Design oursring_req_arb_flat, sky130hd; sources not shown.
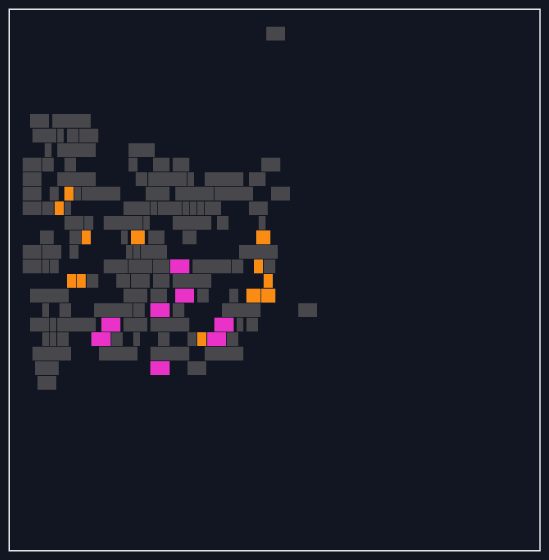
Figure 1: gate-type map.
- aoi and oai cells: orange (cells 12)
- mux cells: magenta (cells 8)
most common cell after layout, fill and taps aside: sky130_fd_sc_hd__dfxtp_1
Comb/total area: 0.4106

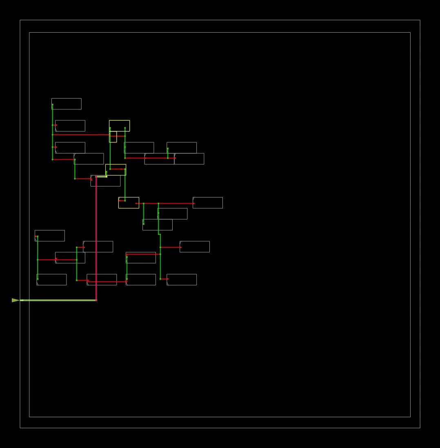
Figure 2: the clock network.
Clock Skews: 0.005894 ns
Sink Count: 21
power drawn by the clock network: 111 uW
insertion delay of the later-clocked pin in the worst-skew pair: 0.25 ns
number of flip-flops and latches: 21

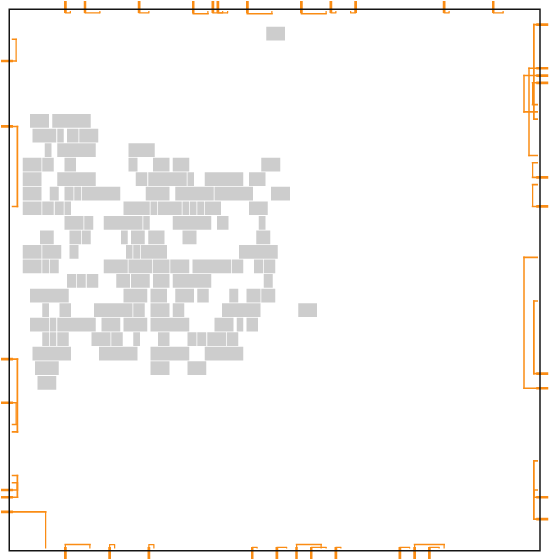
Figure 3: port wiring.
- i_req_if_ar: orange (bits 40; direction input; end cells 0; buffers 0; wire 259 um)
count of boundary I/O pins: 250
PortBufs: 17

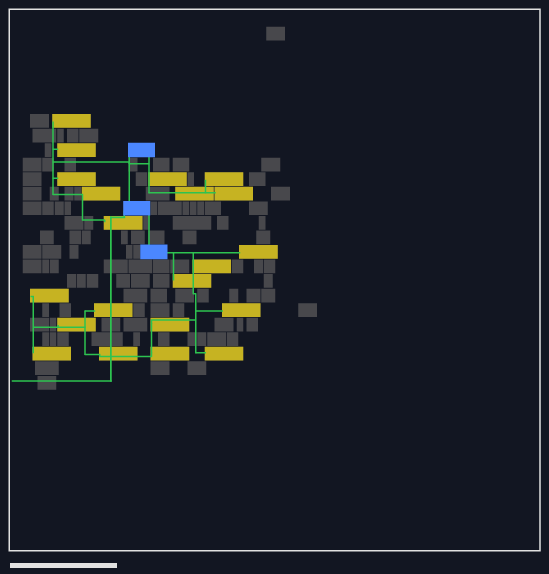
Figure 4: clock wires, drivers and flops.
Bar = 20 um.
- clock drivers: blue (count 3)
- flip-flops: yellow (count 21)
- clock wires: green (length 251 um)
- routed clock nets: 4
clock share of power: 0.265

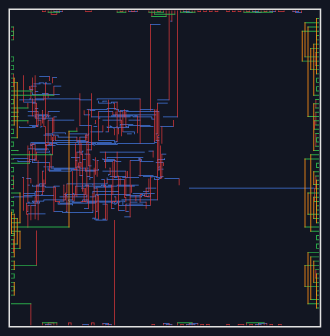
Figure 5: metal layers overlaid.
- metal 3: green (wire length 338 um)
- metal 4: orange (wire length 350 um)
- metal 1: blue (wire length 986 um)
- metal 2: red (wire length 1080 um)
routed via count: 902
global routing usage summed across all routing layers: 0.05288

==> results.txt <==
This note records the results obtained with Yosys and OpenROAD.

Global route
Global route summary, busiest routing layer listed as met4. The initial antenna violation count came to 0. The met3 track utilization from global routing is 0.02080. The first-pass GRT wire length is between 4000 and 5000 um. The maximum number of pins on one net before global-route repair is 22. The met1 capacity usage during global routing is 0.05224.

STA
The routed design could run at a clock period as short as 2.637 ns. The total of endpoints with negative setup slack in the final report is 0. The post-layout period usage of the worst path is 0.5493. The count of final max-slew check failures is 0. The maximum clock rate is 0.3793 GHz. In the final report, the number of hold violations comes to 0.

The max-slew headroom at the worst pin is 0.3624. The transition time recorded at the tightest slew-check pin is 0.9543 ns.

Worst setup path
The sort of element at the start of the critical path is a flop. The required time at the worst endpoint is listed as between 4 and 5 ns. The number of cell instances on the worst register-to-register path is 8.

The critical path data arrival time is 2.75 ns. STA lists the maximum fanout along the critical path as 10. The type of element capturing the critical path is a flop.

CTS
TritonCTS built the clock tree. The total setup buffers inserted after CTS is 0. The number of buffers inserted during clock tree synthesis is 3.

The number of H-tree branching levels is 1. In this run the clock root is driven by a sky130_fd_sc_hd__clkbuf_8. On the reported timing paths, the clock transition at the registers reads 0.07 ns. The maximum clock insertion buffer count is 2.

Yosys
sky130_fd_sc_hd__buf_4 is the most common cell in the netlist. The compound-cell area share of the yosys netlist is 0.04563. Of the post-synthesis cell area, the part taken by muxes is 0.04113. The cell type that accounts for the most area after synthesis is sky130_fd_sc_hd__buf_4.

By area, the combinational part of the netlist is dominated by buffers and inverters. The average instance in the mapped netlist occupies between 8 and 9 um^2. By count the netlist is led by sky130_fd_sc_hd__buf_4 (117), sky130_fd_sc_hd__dfxtp_1 (21), sky130_fd_sc_hd__inv_1 (11).

The synthesis report gives the async set-or-reset register share as 0. The synthesized netlist occupies a cell area of 1947 um^2. In this run, distinct cell masters in the synthesized netlist total 31. Yosys attributes the largest share of cell area to sky130_fd_sc_hd__buf_4 (45%), sky130_fd_sc_hd__dfxtp_1 (22%), sky130_fd_sc_hd__ha_1 (5.1%). The post-synthesis simple-gate area fraction is 0.1401. In this run, synthesis inferred 0 flip-flops with an integrated enable. For this run, the chip area from Yosys synthesis comes to 1947 um^2. For this run, the number of Yosys warnings is 0.

The number of standard cells reported by yosys is 229. In this run, synthesis produced a sequential element count of 21.

Cells and area
The number of non-filler instances in the completed layout is between 200 and 250. After the last flow step, the layout net total stands at 264. In the final layout, the share of cells above drive strength 1 is 0.03846. The final antenna diode tally reported by the flow is 0. The area growth from synthesis to layout is -28.79%. The final report gives the standard cell area, fillers excluded, as 1386 um^2.

After filler insertion, the fill cell instance count of the layout stands at 985. The register with the most flip-flops in the layout has 8 of them.

Power and ir drop
The combinational group share of total power is 0.240. The overall power consumption is roughly 420 uW. The sequential share of power is 0.496. The switching power is between 100 and 150 uW. The switching power as a share of total power is 0.2872.

Placement
The weighted congestion at the end of routability-driven global placement is 0.6637. In this run, placement finished with an instance count of 237. The placement stage leaves a total instance area of between 1000 and 1500 um^2. The total half-perimeter wirelength after legalization and detailed placement is 2053 um.

Status
The flow ran to the end, and the final reports show no timing, DRC or antenna violations.

Route
The routed design has 2758 um of wire. Per the post-route antenna check, the number of violating nets is 0. The detailed-routing iteration count for the pre-antenna-repair pass is 4. The number of vias per cell is 3.743.

Die
In this run the full chip footprint comes out at between 9000 and 10000 um^2. The die is 101 um tall.

Run
The max-cap check violation count is 0. The OpenROAD warning count is 31.

Min path
Counting instances, the worst hold path has a depth of 1.
-- metrics by stage --
step / setup slack, ns / hold slack, ns / utilization
3_3_place_gp: 2.207 / 0.4596 / 0.1514
6_report: 2.163 / 0.4767 / 0.1544
3_5_place_dp: 2.122 / 0.4695 / 0.1514
4_1_cts: 2.396 / 0.4840 / 0.1565
2_1_floorplan: 2.825 / 0.4487 / -
5_1_grt: 1.849 / 0.5031 / 0.1544
-- metal layers --
layer,vias up,share of wire
li1,409,-
met1,380,0.36
met2,57,0.39
met3,56,0.12
met4,0,0.13
met5,-,0
-- cell type report --
class / count / area, um^2 / area share
repair buffers: 17 / 170.2 / 0.1227
well taps: 111 / 138.9 / 0.1002
clock inverters: 1 / 5.005 / 0.003610
flip-flops and latches: 21 / 420.4 / 0.3032
inverters: 11 / 41.29 / 0.02978
multi-input cells: 77 / 569.3 / 0.4106
clock buffers: 3 / 41.29 / 0.02978
-- power groups by stage --
stage / logic [mW] / registers [mW] / clock network [mW]
2_1_floorplan: 0.184 / 0.204 / 0
3_3_place_gp: 0.107 / 0.212 / 0
3_5_place_dp: 0.109 / 0.215 / 0
4_1_cts: 0.109 / 0.211 / 0.119
5_1_grt: 0.115 / 0.210 / 0.124
6_report: 0.100 / 0.208 / 0.111
-- worst max-delay path, stage by stage, from the launching register on --
cell                      delay [ns]
sky130_fd_sc_hd__dfxtp_1        0.44
sky130_fd_sc_hd__nor3b_1        0.81
sky130_fd_sc_hd__nor2_1         0.20
sky130_fd_sc_hd__inv_1          0.10
sky130_fd_sc_hd__ha_1           0.22
sky130_fd_sc_hd__inv_1          0.05
sky130_fd_sc_hd__ha_1           0.15
sky130_fd_sc_hd__fa_1           0.40
sky130_fd_sc_hd__nor2b_1        0.13
Power is estimated from default activity; no workload was simulated.
